File: config.mk
export PLATFORM = sky130hd
export DESIGN_NAME = register_file_sequencer
export DESIGN_NICKNAME = d
export VERILOG_FILES = /design/src/rtl/register_file_sequencer_pkg.sv /design/src/rtl/register_file_sequencer_alu_4.sv /design/src/rtl/register_file_sequencer.sv
export SDC_FILE = /design/constraint.sdc
export NUM_CORES = 1
export LEC_CHECK = 0
export CORE_MARGIN = 4
export CORE_UTILIZATION = 47
export DETAILED_ROUTE_END_ITERATION = 10
export PLACE_DENSITY_LB_ADDON = 0.1
export RECOVER_POWER = 100
export SYNTH_ARGS = -nofsm -noshare
export SYNTH_HDL_FRONTEND = slang
export SYNTH_SLANG_ARGS = --single-unit
File: constraint.sdc
create_clock -name i_clk -period 2.21 [get_ports i_clk]
set_clock_uncertainty 0.2 [all_clocks]
set_input_delay 0.3315 -clock i_clk [delete_from_list [all_inputs] [get_ports i_clk]]
set_output_delay 0.3315 -clock i_clk [all_outputs]
set_load 0.005 [all_outputs]
File: src/rtl/register_file_sequencer_pkg.sv
// register_file_sequencer_pkg: shared opcode/state types and widths for the sequencer
package register_file_sequencer_pkg;
  localparam int DATA_W = 4;
  localparam int ADDR_W = 2;
  typedef enum logic [2:0] {
    OP_NOP = 3'b000,
    OP_MOV = 3'b001,
    OP_LDI = 3'b010,
    OP_ADD = 3'b011,
    OP_SUB = 3'b100,
    OP_AND = 3'b101,
    OP_OR  = 3'b110,
    OP_XOR = 3'b111
  } op_t;
  typedef enum logic [1:0] {
    IDLE  = 2'd0,
    READ  = 2'd1,
    EXEC  = 2'd2,
    WRITE = 2'd3
  } state_t;
endpackage

File: src/rtl/register_file_sequencer_alu_4.sv
// alu_4: combinational 4-bit ALU with carry/borrow for ADD and SUB
module alu_4
  import register_file_sequencer_pkg::*;
(
  input  op_t               op,
  input  logic [DATA_W-1:0] a,
  input  logic [DATA_W-1:0] b,
  input  logic [DATA_W-1:0] imm,
  output logic [DATA_W-1:0] result,
  output logic              carry,
  output logic              carry_valid
);
  logic [DATA_W:0] sum, diff;
  assign sum  = {1'b0, a} + {1'b0, b};
  assign diff = {1'b0, a} - {1'b0, b};
  // opcode decode; the borrow of SUB falls out as the top bit of the wide difference
  always_comb begin
    result = '0;
    carry = 1'b0;
    carry_valid = op == OP_ADD || op == OP_SUB;
    case (op)
      OP_MOV: result = a;
      OP_LDI: result = imm;
      OP_ADD: {carry, result} = sum;
      OP_SUB: {carry, result} = diff;
      OP_AND: result = a & b;
      OP_OR:  result = a | b;
      OP_XOR: result = a ^ b;
      default: result = '0;
    endcase
  end
endmodule

File: src/rtl/register_file_sequencer.sv
// register_file_sequencer: four-cycle read/exec/write micro-sequencer driving register_file_4
module register_file_sequencer #(
  parameter  int N_REGS = 4,
  parameter  int DATA_W = 4,
  localparam int AW = $clog2(N_REGS)
) (
  input  logic              i_clk,
  input  logic              i_reset,
  input  logic              i_valid,
  output logic              o_ready,
  input  logic [2:0]        i_op,
  input  logic [AW-1:0]     i_rd,
  input  logic [AW-1:0]     i_ra,
  input  logic [AW-1:0]     i_rb,
  input  logic [DATA_W-1:0] i_imm,
  output logic [AW-1:0]     o_reg_read_0,
  output logic [AW-1:0]     o_reg_read_1,
  input  logic [DATA_W-1:0] i_port_read_0,
  input  logic [DATA_W-1:0] i_port_read_1,
  output logic [AW-1:0]     o_reg_write,
  output logic [DATA_W-1:0] o_port_write,
  output logic              o_write_enable,
  output logic              o_done,
  output logic [DATA_W-1:0] o_result,
  output logic              o_carry
);
  import register_file_sequencer_pkg::*;
  state_t state, state_nx;
  op_t op;
  logic [AW-1:0] rd;
  logic [DATA_W-1:0] imm, alu_result;
  logic alu_carry, alu_carry_valid;
  logic accept;
  assign accept = state == IDLE && i_valid;
  // state register
  always_ff @(posedge i_clk) state <= i_reset ? IDLE : state_nx;
  // next state walks IDLE->READ->EXEC->WRITE->IDLE, holding in IDLE until valid; strobes decode from state
  always_comb begin
    state_nx = state;
    o_ready = state == IDLE;
    o_done = state == WRITE;
    o_write_enable = state == WRITE && op != OP_NOP;
    if (state != IDLE || i_valid) state_nx = state_t'(state + 2'd1);
  end
  // latch the instruction on accept, register the ALU result at the end of EXEC
  always_ff @(posedge i_clk)
    if (i_reset) begin
      op <= OP_NOP;
      rd <= '0;
      imm <= '0;
      o_reg_read_0 <= '0;
      o_reg_read_1 <= '0;
      o_result <= '0;
      o_carry <= 1'b0;
    end else if (accept) begin
      op <= op_t'(i_op);
      rd <= i_rd;
      imm <= i_imm;
      o_reg_read_0 <= i_ra;
      o_reg_read_1 <= i_rb;
    end else if (state == EXEC && op != OP_NOP) begin
      o_result <= alu_result;
      if (alu_carry_valid) o_carry <= alu_carry;
    end
  assign o_reg_write = rd;
  assign o_port_write = o_result;
  alu_4 u_alu (
    .op(op),
    .a(i_port_read_0),
    .b(i_port_read_1),
    .imm(imm),
    .result(alu_result),
    .carry(alu_carry),
    .carry_valid(alu_carry_valid)
  );
endmodule
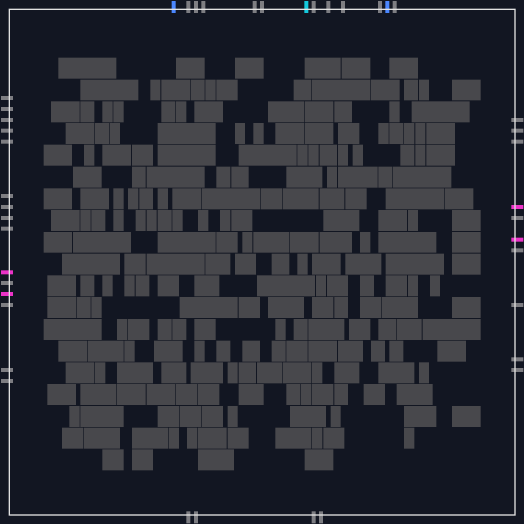
**Above:** run 1 (pin map).
Scale: 8 px per um. Pins as bars across the die edge, other pins in grey.
[`o_result`] magenta | pins: 4 | direction: output | edge: 2 west, 2 east
[`i_ra`] blue | pins: 2 | direction: input | edge: north
[`i_valid`] cyan | pins: 1 | direction: input | edge: north
PortBufs: 41
die x size: 63.0 um

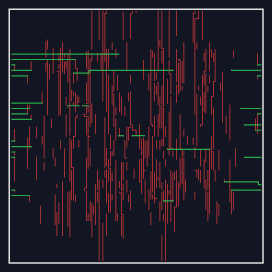
**Above:** run 1 (routed metal, one colour a layer).
Scale: 4 px per um. Two of the layers only.
[met3] green | wire length: 172 um
[met2] red | wire length: 1,610 um
per-cell routed wire length: 12.8 um
final wirelength: 3240 um
routed vias: 1,334

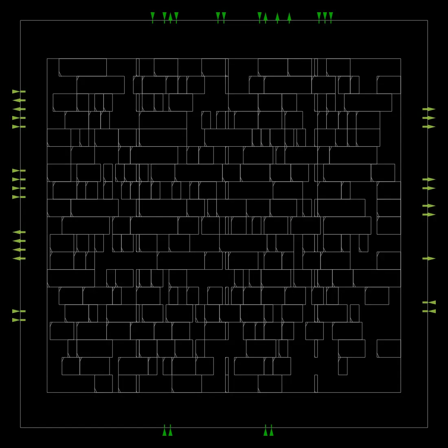
**Above:** run 1 (placed standard cells).
tap cells: 31
final core utilization: 0.682
row cnt: 19
total core area: 2830 um^2
sequential share of cell area: 0.208

run 1: cells in the final DEF, fill, tap and decap left out, types with 2 or more instances in the layout:
cell type | netlist | final
ha_1 | 16 | 15
a21oi_1 | 22 | 22
clkbuf_4 | 0 | 3
mux2i_1 | 3 | 3
dfxtp_1 | 20 | 20
buf_4 | 7 | 14
a21o_1 | 4 | 4
xnor2_1 | 4 | 4
a211oi_1 | 3 | 2
inv_1 | 13 | 13
clkdlybuf4s50_1 | 0 | 23
o211ai_1 | 6 | 6
dlygate4sd3_1 | 0 | 17
a211oi_2 | 2 | 3
nand2b_1 | 3 | 3
nor2_1 | 6 | 6
nand2_1 | 37 | 37
mux2_2 | 2 | 2
o21ai_0 | 4 | 4
==> impl_metrics.ini, run 1 <==
; yosys + openroad results
[run_status]
status = finished clean

[pwr]
power_density_nw_per_um2 = 673
vdd_ir_drop_max_mv = 0.607
p_sw_uw = 474
finalPower_mw = 1.30
power.clock.total_uw = 217

[final_timing]
fin_ws_ns = 0.0404
report.final.setup_viol = 0
finalHoldViolations = 0
rsz0062_at_grt = true
max_slew_margin = 0.579

[grt]
grt_max_degree = 21
use_met2 = 0.294
grt_usage = 0.172
grt_pass1_vias = 1294
grt_remaining_overflow = 0
grtUsageMet3 = 0.0522
antenna_found_initial = 0
grt_use_met1 = 0.208

[worst_setup_path]
worstPathCellList = inv_1, ha_1, dlygate4sd3_1
r2r-end = o_reg_read_0[0]$_SDFFE_PP0P_
required_ns = 1.68
cp-endpoint = o_ready
cp-end-kind = output port
reg2reg_slack_ns = 0.46
arrival_ns = 1.64
worstSetupPathType = reg -> out
crit_start = state[0]$_SDFFE_PP0P_
crit_fanout = 4
reg2reg_from = state[0]$_SDFFE_PP0P_
startpoint_type = flop

[layout]
nClkBuffers = 4
largestClassByArea = multi-input combinational cells
area_share_nonclk_buffers = 0.268
fin_nets = 264
flops = 20
drive_above_1_share = 0.126
inverters_excl_clock = 13
fillCellCount = 240
clk_share = 0.0188
fin_cells = 253

[clock_tree]
ctsHoldBuffers = 0
htree_levels = 1
cts_resized = 0
clkTransAtPathRegs_ns = 0.12
clock_path_buffers = 2
clock_tree.root_cell = clkbuf_4
cts_tree = yes
clkSinkCount = 20

[floorplanning]
pin_count = 42
die_area_um2 = 3970

[placed_design]
pre_cts_ws_ns = -0.280
dp_cells = 249

[synth]
top_cell = nand2_1
common_cells = nand2_1 (37), a21oi_1 (22), dfxtp_1 (20), ha_1 (16), inv_1 (13)
yosys_area_um2 = 1420
synth_area_um2 = 1420
ys.flop_type = dfxtp_1
area_leaders = dfxtp_1 (28%), ha_1 (14%), nand2_1 (9.8%), a21oi_1 (7.7%), buf_4 (3.7%)
avgSynthCellArea_um2 = 8.09
adder_share = 0.155
xor_area_frac = 0.0308
yosysWarnings = 0
synth-edff-count = 0
ys_sh_aoi = 0.206
synthMuxAreaShare = 0.0369
ys_cells = 176

[drt]
drc = 0
wl_met1_um = 1420
final_antenna_net_count = 0
routed-wl-met2_um = 1610
top_layer = met4
wl_met3_um = 171

[job]
maxCapViolCount = 0
log.warning_count = 38

[worst_hold_path]
hold_end = o_reg_read_1[1]$_SDFFE_PP0P_
--- run 2 (diff from run 1) ---
--- a/config.mk
+++ b/config.mk
@@ -5,7 +5,7 @@
 export SDC_FILE = /design/constraint.sdc
 export NUM_CORES = 1
 export LEC_CHECK = 0
-export CORE_MARGIN = 4
+export CORE_MARGIN = 5
 export CORE_UTILIZATION = 47
 export DETAILED_ROUTE_END_ITERATION = 10
 export PLACE_DENSITY_LB_ADDON = 0.1
==> impl_metrics.ini, run 2 <==
; yosys + openroad results
[worst_setup_path]
reg2reg_from = state[0]$_SDFFE_PP0P_
critPathMostFrequentCell = a21oi_1
worstPathCellList = clkdlybuf4s50_1, inv_1, ha_1, buf_4, a21o_1, a21oi_1, xnor2_1, a21oi_1, a211oi_2
r2r-end = o_port_write[3]$_SDFFE_PP0P_
crit_buf_inv = 3
arrival_ns = 2.14
crit_fanout = 3
cp-endpoint = o_port_write[3]$_SDFFE_PP0P_
cp_slowest_cell = clkdlybuf4s50_1
crit_start = i_port_read_1[1]
required_ns = 2.23
worstSetupPathType = in -> reg
reg2reg_slack_ns = 0.39
cp-end-kind = flop
startpoint_type = primary input

[clock_tree]
clkSinkCount = 20
clock_tree.root_cell = clkbuf_4
htree_levels = 1
cts_resized = 0
ctsHoldBuffers = 0
clock_path_buffers = 2
clkTransAtPathRegs_ns = 0.10
cts_tree = yes

[synth]
ys_sh_aoi = 0.206
xor_area_frac = 0.0308
area_leaders = dfxtp_1 (28%), ha_1 (14%), nand2_1 (9.8%), a21oi_1 (7.7%), buf_4 (3.7%)
yosysWarnings = 0
avgSynthCellArea_um2 = 8.09
yosys_area_um2 = 1420
common_cells = nand2_1 (37), a21oi_1 (22), dfxtp_1 (20), ha_1 (16), inv_1 (13)
synth-edff-count = 0
ys_cells = 176
top_cell = nand2_1
synth_area_um2 = 1420
adder_share = 0.155
ys.flop_type = dfxtp_1
synthMuxAreaShare = 0.0369

[floorplanning]
die_area_um2 = 4230
core_area_um2 = 2980
pin_count = 42

[grt]
grt_remaining_overflow = 0
grt_max_degree = 21
grt_pass1_vias = 1292
antenna_found_initial = 0
grt_usage = 0.154

[final_timing]
fmax_ghz = 0.472
rsz0062_at_grt = false
max_slew_margin = 0.574
report.final.setup_viol = 0
finalHoldViolations = 0
min_period_ns = 2.12
fin_ws_ns = 0.0908

[drt]
wirelength_um = 3190
post_drt_wl_per_cell_um = 12.6
drc = 0
final_antenna_net_count = 0

[layout]
fin_cells = 253
lay_top_cells = nand2_1 (37), clkdlybuf4s50_1 (23), a21oi_1 (21), dfxtp_1 (20), dlygate4sd3_1 (16)
fin_nets = 263
lay_top_count = nand2_1
drive_above_1_share = 0.127

[pwr]
power_density_nw_per_um2 = 656
p_seq_uw = 472
swShare = 0.371
power.clock.total_uw = 165
top_power_group = combinational logic
finalPower_mw = 1.26
p_sw_uw = 466
vdd_ir_drop_max_mv = 0.618

[worst_hold_path]
hold_end = o_reg_write[0]$_SDFFE_PP0P_

[job]
log.warning_count = 37
maxCapViolCount = 0

[placed_design]
portBuffers = 41
dp_cells = 250
pre_cts_ws_ns = -0.258

[run_status]
status = finished clean
-- run 2: cell counts after synthesis --
Identical to the previous run, type by type.
-- run 2: area by class of cell --
| type | instances | area (um^2) |
|---|---|---|
| Fill cell | 272 | 1060 |
| Tap cell | 33 | 41.3 |
| Clock buffer | 3 | 22.5 |
| Timing Repair Buffer | 54 | 513 |
| Multi-Input combinational cell | 130 | 888 |
| Sequential cell | 20 | 400 |
| Inverter | 13 | 48.8 |
-- run 2: per-layer routing --
| layer | wire length (um) | vias to the layer above | GRT usage |
|---|---|---|---|
| li1 | - | 681 | - |
| met1 | 1420 | 607 | 0.173 |
| met2 | 1610 | 31 | 0.292 |
| met3 | 148 | 2 | 0.0468 |
| met4 | 6 | 0 | 0.0181 |
| met5 | 0 | - | 0 |
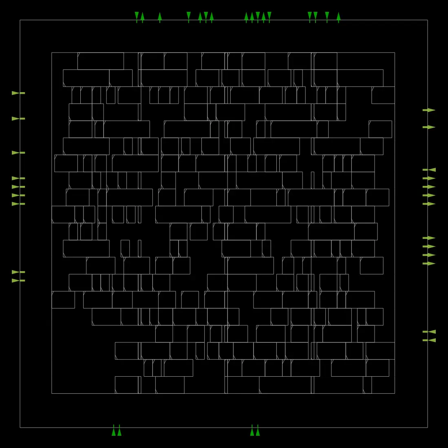
**Above:** run 2 (placed standard cells).
final core utilization: 0.643
tap cells: 33
row cnt: 20

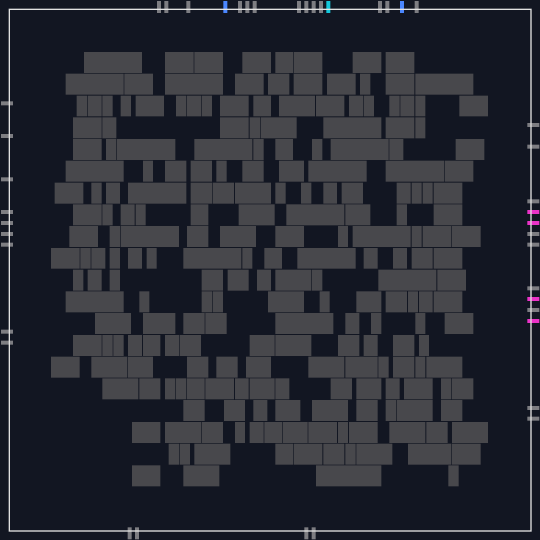
**Above:** run 2 (pin map).
Scale: 8 px per um. Pins as bars across the die edge, other pins in grey.
[`i_ra`] blue | pins: 2 | direction: input | edge: north
[`o_result`] magenta | pins: 4 | direction: output | edge: east
[`i_valid`] cyan | pins: 1 | direction: input | edge: north
die x size: 65.0 um
die boundary height: 65.0 um

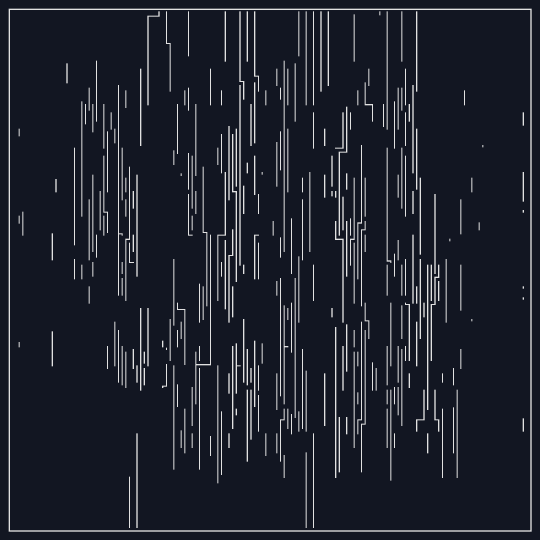
**Above:** run 2 (metal 2).
Scale: 8 px per um.
wire length on this layer: 1,610 um
longest straight run: 26.2 um
share of all routed wire: 51%
main direction: vertical
nets with wire on the layer: 209
routed vias: 1,321
met2 usage: 0.292

--- run 3 (diff from run 2) ---
--- a/config.mk
+++ b/config.mk
@@ -5,6 +5,7 @@
 export SDC_FILE = /design/constraint.sdc
 export NUM_CORES = 1
 export LEC_CHECK = 0
+export ABC_AREA = 1
 export CORE_MARGIN = 5
 export CORE_UTILIZATION = 47
 export DETAILED_ROUTE_END_ITERATION = 10
==> impl_metrics.ini, run 3 <==
; yosys + openroad results
[final_timing]
fin_ws_ns = 0.108
fmax_ghz = 0.476
rsz0062_at_grt = false
report.final.setup_viol = 0

[worst_setup_path]
required_ns = 1.68
cp-end-kind = output port
arrival_ns = 1.57
worstSetupPathType = reg -> out
cp_slowest_cell = dlygate4sd3_1
r2r-end = o_port_write[2]$_SDFFE_PP0P_
cp-endpoint = o_ready

[synth]
xor_area_frac = 0.00609
synth-edff-count = 0
adder_share = 0.153
area_leaders = dfxtp_1 (28%), ha_1 (14%), nor2_1 (11%), inv_1 (8.1%), o21ai_0 (7.0%)
top_cell = nor2_1
common_cells = nor2_1 (43), inv_1 (31), nand2_1 (24), dfxtp_1 (20), o21ai_0 (20)
ys.flop_type = dfxtp_1
yosysWarnings = 0
yosys_area_um2 = 1440

[layout]
lay_top_count = nor2_1
combGateArea_um2 = 857
drive_above_1_share = 0.115
seq_area_um2 = 403
fin_nets = 303

[grt]
busiest_layer = met2
grt_usage = 0.168
grt_use_met1 = 0.234
grt_remaining_overflow = 0

[drt]
top_layer = met3
wl_met1_um = 1610
final_antenna_net_count = 0
wl_met3_um = 231

[clock_tree]
htree_levels = 1
cts_tree = yes
clock_path_buffers = 2
ctsHoldBuffers = 0
clock_tree.root_cell = clkbuf_4

[floorplanning]
row_count = 20
dieWidth_um = 65.3

[pwr]
power.clock.total_uw = 210
top_power_group = combinational logic
swShare = 0.380
finalPower_mw = 1.38

[worst_hold_path]
hold_end = imm[1]$_SDFFE_PP0P_

[placed_design]
dp_cells = 290
portBuffers = 41

[job]
maxCapViolCount = 0

[run_status]
status = finished clean
==> run 3: cell count changes in the layout (fill, tap and decap cells not counted), sizes merged, moves of 9 or more <==
| cell | before | now |
|---|---|---|
| o21ai | 4 | 21 |
| inv | 13 | 34 |
| nand3 | 2 | 15 |
| nor2 | 6 | 47 |
| a21oi | 22 | 13 |
| nand2 | 37 | 26 |
==> run 3: repair_timing <==
item | 4_1_cts | 5_1_grt
endpoints found under the setup margin | 1 | 1
resized | 2 | 1
buffers inserted | 0 | 0
pin swaps | 0 | 0
==> run 3: layout make-up <==
class | count | share of cell area
flip-flops and latches | 20 | 0.206
clock buffers | 4 | 0.0186
repair buffers | 51 | 0.249
well taps | 33 | 0.0211
inverters | 34 | 0.0666
multi-input cells | 152 | 0.439
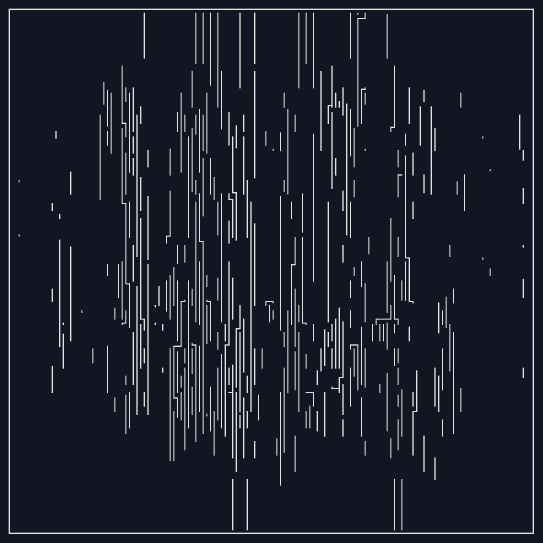
**Above:** run 3 (metal 2).
Scale: 8 px per um.
share of all routed wire: 45%
nets with wire on the layer: 235
main direction: vertical
wire length on this layer: 1,540 um
met2 usage: 0.271
routed vias: 1,443
final wirelength: 3380 um

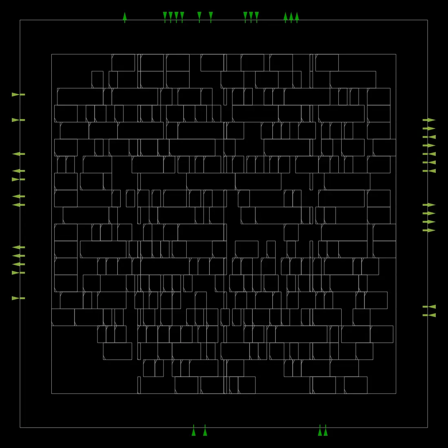
**Above:** run 3 (placed standard cells).
flop count: 20
total core area: 3000 um^2
final std cells w/o fill: 294
Fill cells: 291
final core utilization: 0.650

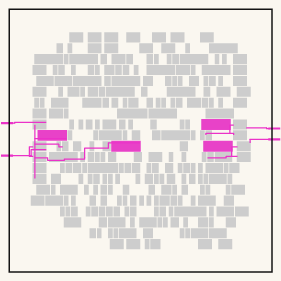
**Above:** run 3 (port wiring).
Scale: 4 px per um.
[`o_result`] magenta | bits: 4 | direction: output | edge: 2 east, 2 west | end cells: 4 | buffers: 4 | wire: 117 um
io pins: 42

